### src/rtl/pipe_stage_skid_reg.sv
// Inter-stage pipeline register with valid/ready handshake, optional 2-entry skid buffer,
// synchronous flush and saturating stall/flush counters.
module pipe_stage_skid_reg #(
   parameter int unsigned              DATA_W    = 64,
   parameter logic [DATA_W-1:0]        RESET_VAL = '0,
   parameter int unsigned              CNT_W     = 16,
   parameter bit                       SKID_EN   = 1'b1
) (
   input  logic              clk,
   input  logic              reset,
   input  logic              flush,
   input  logic              in_valid,
   output logic              in_ready,
   input  logic [DATA_W-1:0] in_data,
   output logic              out_valid,
   input  logic              out_ready,
   output logic [DATA_W-1:0] out_data,
   output logic [1:0]        occupancy,
   output logic [CNT_W-1:0]  stall_cnt,
   output logic [CNT_W-1:0]  flush_cnt
);

   typedef enum logic [1:0] {StEmpty, StOne, StFull} state_e;

   state_e              state_q, state_d;
   logic [DATA_W-1:0]   main_q, main_d;
   logic [DATA_W-1:0]   skid_q, skid_d;
   logic [CNT_W-1:0]    stall_cnt_q, stall_cnt_d;
   logic [CNT_W-1:0]    flush_cnt_q, flush_cnt_d;
   logic                in_xfer, out_xfer, stall;

   assign out_valid = (state_q != StEmpty);
   assign out_data  = main_q;
   assign in_xfer   = in_valid & in_ready;
   assign out_xfer  = out_valid & out_ready;
   assign stall     = out_valid & ~out_ready;
   assign stall_cnt = stall_cnt_q;
   assign flush_cnt = flush_cnt_q;

   always_comb begin
      unique case (state_q)
         StOne:   occupancy = 2'd1;
         StFull:  occupancy = 2'd2;
         default: occupancy = 2'd0;
      endcase
   end

   always_comb begin
      state_d = state_q;
      main_d  = main_q;
      skid_d  = skid_q;
      if (flush) begin
         // Flush wins over everything; a concurrent input payload is dropped.
         state_d = StEmpty;
         main_d  = RESET_VAL;
         skid_d  = RESET_VAL;
      end else begin
         unique case (state_q)
            StEmpty: begin
               if (in_xfer) begin
                  state_d = StOne;
                  main_d  = in_data;
               end
            end
            StOne: begin
               if (in_xfer && out_xfer) begin
                  main_d = in_data;
               end else if (in_xfer && SKID_EN) begin
                  state_d = StFull;
                  skid_d  = in_data;
               end else if (out_xfer) begin
                  state_d = StEmpty;
                  main_d  = RESET_VAL;
               end
            end
            StFull: begin
               if (out_xfer) begin
                  state_d = StOne;
                  main_d  = skid_q;
                  skid_d  = RESET_VAL;
               end
            end
            default: begin
               state_d = StEmpty;
               main_d  = RESET_VAL;
               skid_d  = RESET_VAL;
            end
         endcase
      end
   end

   always_comb begin
      stall_cnt_d = stall_cnt_q;
      flush_cnt_d = flush_cnt_q;
      if (stall && (stall_cnt_q != {CNT_W{1'b1}})) begin
         stall_cnt_d = stall_cnt_q + 1'b1;
      end
      if (flush && (flush_cnt_q != {CNT_W{1'b1}})) begin
         flush_cnt_d = flush_cnt_q + 1'b1;
      end
   end

   always_ff @(posedge clk or negedge reset) begin
      if (!reset) begin
         state_q     <= StEmpty;
         main_q      <= RESET_VAL;
         skid_q      <= RESET_VAL;
         stall_cnt_q <= '0;
         flush_cnt_q <= '0;
      end else begin
         state_q     <= state_d;
         main_q      <= main_d;
         skid_q      <= skid_d;
         stall_cnt_q <= stall_cnt_d;
         flush_cnt_q <= flush_cnt_d;
      end
   end

   if (SKID_EN) begin : g_skid
      // Registered ready: no combinational path from out_ready to in_ready.
      logic in_ready_q;
      always_ff @(posedge clk or negedge reset) begin
         if (!reset) begin
            in_ready_q <= 1'b1;
         end else begin
            in_ready_q <= (state_d != StFull);
         end
      end
      assign in_ready = in_ready_q;
   end else begin : g_noskid
      assign in_ready = ~out_valid | out_ready;
   end

endmodule

### config.mk
export PLATFORM = sky130hd
export DESIGN_NAME = pipe_stage_skid_reg
export DESIGN_NICKNAME = d
export VERILOG_FILES = /design/src/rtl/pipe_stage_skid_reg.sv
export SDC_FILE = /design/constraint.sdc
export NUM_CORES = 1
export LEC_CHECK = 0
export CORE_MARGIN = 4
export CORE_UTILIZATION = 45
export DETAILED_ROUTE_END_ITERATION = 8
export GPL_ROUTABILITY_DRIVEN = 0
export PLACE_DENSITY = 0.72
export SYNTH_ARGS = -nofsm -noshare
export SYNTH_HDL_FRONTEND = slang
export SYNTH_SLANG_ARGS = --single-unit
### constraint.sdc
create_clock -name clk -period 2.3 [get_ports clk]
set_input_delay 0.46 -clock clk [delete_from_list [all_inputs] [get_ports clk]]
set_output_delay 0.46 -clock clk [all_outputs]
set_load 0.005 [all_outputs]
==> run_1/met1.png <==
Scale: 3 px per µm.
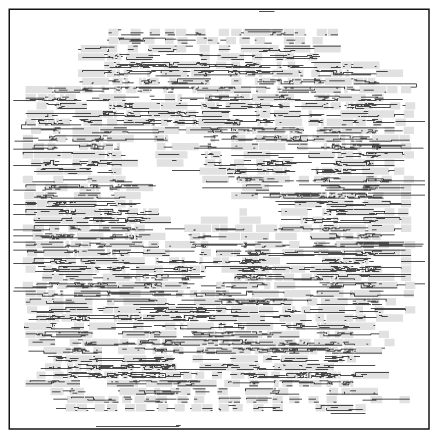
share of all routed wire: 45%
longest straight run: 41.9 µm
main direction: horizontal
wire length on this layer: 8870 µm

==> run_1/met2.png <==
Scale: 3 px per µm.
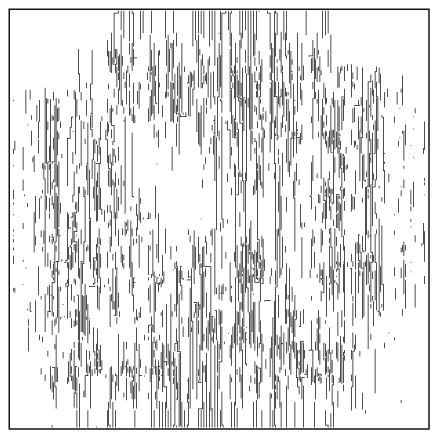
main direction: vertical
longest straight run: 49.8 µm
share of all routed wire: 48%
nets with wire on the layer: 819

==> results.toml, run 1 <==
# synthesis and place-and-route metrics
[worst_setup_path]
cp.required_ns = 1.84
arrival_ns = 1.79
crit_family = "buffers and inverters"
regToRegSetupSlack_ns = 0.32
r2r_cells = 5
worstPathCellList = "and2b_2 -> clkdlybuf4s50_1"
crit_buf_inv = 1
path_max_fanout = 8
crit_start = "state_q[0]"
path_class = "reg2out"
max_stage_delay_ns = 0.57
endpoint_kind = "output pin"
cp_slowest_cell = "clkdlybuf4s50_1"
r2r_start = "stall_cnt[0]"
start_kind = "flop"
r2r-end = "stall_cnt[1]"

[floorplanning]
die_w_um = 139
nWellTaps = 220
dieHeight_um = 139
io_pins = 169
dieArea_mm2 = 0.0194
placementRows = 47
core-area_mm2 = 0.0168
initial_utilization_pct = 46.4

[layout]
lay_top_cells = "167 x clkdlybuf4s50_1, 161 x dfrtp_1, 94 x mux2i_1, 75 x nand2_1, 69 x inv_1"
largest_cell_class = "sequential cells"
nMultiInputCombCells = 446
logic_area_mm2 = 0.00324
fin_util_pct = 62.5
buf_share_pct = 19.2
fin_area_mm2 = 0.0105
nClkBuffers = 19
flops = 163
n_all_inverters = 69
comb_share_pct = 30.9
stdcell_count = 1124
syn_to_final_growth_pct = 34.8
fillers = 1394
seqCellArea_mm2 = 0.00408
fin_nets = 962
seq_area_share_pct = 39.0

[sta]
tns_ns = 0
setup_ws_ns = 0.0506
worst_pin_slew_ns = 0.554
finalHoldViolCount = 0
max_freq_ghz = 0.445
setup_violations = 0
fin_crit_ns = 2.25
relSlewSlack_pct = 62.7
finClkSkew_ns = 0.00645

[worst_hold_path]
worstHoldStart = "out_data[50]"
hold_path_depth = 1
worstHoldEndpoint = "out_data[50]"
hp-class = "reg2reg"

[detailed_routing]
met1_length_mm = 8.87
drcViolationCount = 0
vias = 6066
viasPerCell = 5.40
drtIter0Drc = 367
dr.pass1.iters = 5
drtAntennaViolNets = 0
drt-total-wl_mm = 19.8
drt-wirelength-per-cell_um = 17.6
met3WireLength_mm = 1.17
highest_layer = "met4"

[clocking]
cts_setup_buffers = 0
cts_buffers = 17
post_cts_resized = 0
cts.reportedPaths.clkPinSlew_ns = 0.06
clk_latency_ns = 0.42
hold_buffers = 1
cts_root_buffer = "clkbuf_16"
clockBufferDepth = 2

[power_and_ir_drop]
swShare_pct = 26.6
vdd_drop_max_mv = 0.630
combPwrFrac_pct = 18.4
p_switching_w = 0.00205
powerDensity_mw_per_mm2 = 736
internal_power_w = 0.00566
seqPwrFrac_pct = 43.6
p_clk_w = 0.00293
p_leak_nw = 4.55
clkPwrFrac_pct = 38.0
p_total_w = 0.00771

[grt]
antenna_found_initial = 0
grt_max_degree = 48
met1_usage_pct = 28.4
grt_use_met3_pct = 5.01
grt.busiest_layer = "met2"
gr-usage-met2_pct = 34.0
grt_pass1_vias = 6301
grt_pass1_wl_mm = 33.3

[synth]
top_cells_by_count = "162 x dfrtp_1, 94 x mux2i_1, 75 x nand2_1"
ys_warn_count = 0
synth_area_leader_cell = "dfrtp_1"
ys_cells = 726
yosys.area_share.xor_xnor_pct = 3.27
synth-edff-count = 0
yosys-top-cells-area = "dfrtp_1 52%, mux2i_1 12%, o2bb2ai_1 7.2%"
synth_async_sr_flop_share_pct = 100
seq_area_frac_synth_pct = 52.5
ys_types = 49
synthTopLogicFamily = "AND-OR/OR-AND gates"
syn_nets = 797
netlist_area_mm2 = 0.00777
top_cell_area_share_pct = 52.2
flop_cell = "dfrtp_1"
ys_ff = 163
synth-compound-area-share_pct = 14.0
most_common_cell = "dfrtp_1"
ys_sh_simple_pct = 10.7
ys_sh_adder_pct = 0.322
synthCells = 726
mux_share_pct = 12.8
ys_chip_area_mm2 = 0.00777
syn_avg_cell_area_um2 = 10.7

[run_status]
outcome = "complete, no violations"

[place]
portBuffers = 168
placed_area_mm2 = 0.00985
post-dp-hpwl_mm = 13.2
pre_cts_slack_ns = 0.0174

[run]
max_cap_violations = 0
warnings = 26
==> run_1/met3.png <==
Scale: 2 px per µm.
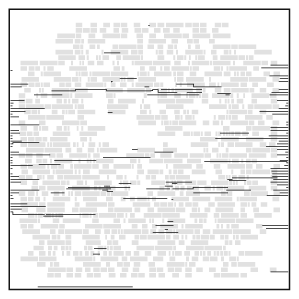
nets with wire on the layer: 112
longest straight run: 47.2 µm
main direction: horizontal
wire length on this layer: 1170 µm

==> run_1/met4.png <==
Scale: 2 px per µm.
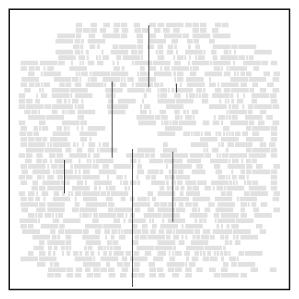

--- run 2 (diff from run 1) ---
--- a/config.mk
+++ b/config.mk
@@ -5,7 +5,6 @@
 export SDC_FILE = /design/constraint.sdc
 export NUM_CORES = 1
 export LEC_CHECK = 0
-export CORE_MARGIN = 4
 export CORE_UTILIZATION = 45
 export DETAILED_ROUTE_END_ITERATION = 8
 export GPL_ROUTABILITY_DRIVEN = 0
==> run_2/met4.png <==
Scale: 2 px per µm.
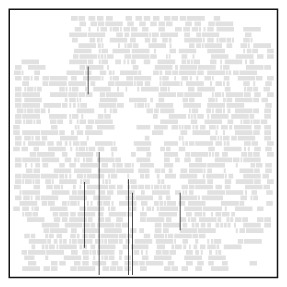
nets with wire on the layer: 4
longest straight run: 61.2 µm
wire length on this layer: 214 µm
main direction: vertical

==> run 2 against run 1 <==
Via count shrank 0.87%. Sequential power is essentially flat. Power shrank 0.69%. Sequential cell count is the same. Setup slack gained 0.052 ns. Cell count grew 0.18%. Die area shrank 8.4%. Critical endpoint unchanged. Clock skew grew 0.0066 ns. Synthesized cell count is the same. Hold slack lost 0.48 ns. Maximum frequency grew 2.3%. Clock power shrank 2%.
==> results.toml, run 2 <==
# synthesis and place-and-route metrics
[clocking]
hold_buffers = 0
cts_buffers = 17
post_cts_resized = 0
cts_root_buffer = "clkbuf_16"
clockBufferDepth = 2
clk_latency_ns = 0.43
cts.reportedPaths.clkPinSlew_ns = 0.07

[worst_setup_path]
r2r_cells = 5
regToRegSetupSlack_ns = 0.40
endpoint_kind = "output pin"
path_max_fanout = 7
crit_start = "state_q[1]"
cp.required_ns = 1.84
arrival_ns = 1.74
r2r_start = "stall_cnt[0]"
worstPathCellList = "and2b_2 -> clkdlybuf4s50_1"

[sta]
max_freq_ghz = 0.455
finalHoldViolCount = 0
setup_violations = 0
fin_crit_ns = 2.20
tns_ns = 0
relSlewSlack_pct = 60.5

[synth]
syn_avg_cell_area_um2 = 10.7
ys_ff = 163
seq_area_frac_synth_pct = 52.5
most_common_cell = "dfrtp_1"
mux_share_pct = 12.8
ys_sh_adder_pct = 0.322
synthCells = 726
synth-edff-count = 0
synth_async_sr_flop_share_pct = 100
ys_sh_simple_pct = 10.7
ys_chip_area_mm2 = 0.00777
ys_types = 49
synthTopLogicFamily = "AND-OR/OR-AND gates"
top_cell_area_share_pct = 52.2
yosys-top-cells-area = "dfrtp_1 52%, mux2i_1 12%, o2bb2ai_1 7.2%"
top_cells_by_count = "162 x dfrtp_1, 94 x mux2i_1, 75 x nand2_1"
syn_nets = 797

[floorplanning]
dieArea_mm2 = 0.0178
dieHeight_um = 133
nWellTaps = 220
core-area_mm2 = 0.0167
die_w_um = 133
placementRows = 47
initial_utilization_pct = 46.5

[layout]
fin_nets = 964
lay_top_cells = "167 x clkdlybuf4s50_1, 161 x dfrtp_1, 94 x mux2i_1, 75 x nand2_1, 69 x inv_1"
fillers = 1379
seq_area_share_pct = 39.0
fin_area_mm2 = 0.0105
fin_util_pct = 62.7
seqCellArea_mm2 = 0.00408
syn_to_final_growth_pct = 34.8
nClkBuffers = 19
flops = 163
stdcell_count = 1126
logic_area_mm2 = 0.00324

[power_and_ir_drop]
powerDensity_mw_per_mm2 = 731
p_total_w = 0.00765
seqPwrFrac_pct = 43.8
vdd_drop_max_mv = 0.572
p_leak_nw = 4.55
combPwrFrac_pct = 18.5
swShare_pct = 27.2
p_clk_w = 0.00288

[detailed_routing]
drcViolationCount = 0
drtIter0Drc = 377
dr.pass1.iters = 5
drtAntennaViolNets = 0
drt-total-wl_mm = 19.5
viasPerCell = 5.34

[run_status]
outcome = "complete, no violations"

[grt]
met1_usage_pct = 30.3
antenna_found_initial = 0
grt.busiest_layer = "met2"
grt_pass1_vias = 6037

[place]
post-dp-hpwl_mm = 12.8
pre_cts_slack_ns = -0.00163
portBuffers = 168

[run]
warnings = 26
==> run_2/met3.png <==
Scale: 2 px per µm.
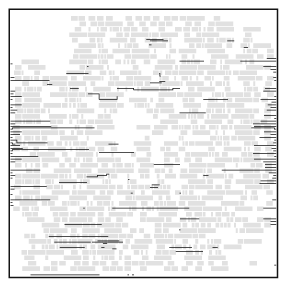
share of all routed wire: 5.0%
main direction: horizontal
wire length on this layer: 974 µm
nets with wire on the layer: 113
longest straight run: 40.9 µm

Power and IR drop assume default switching activity.
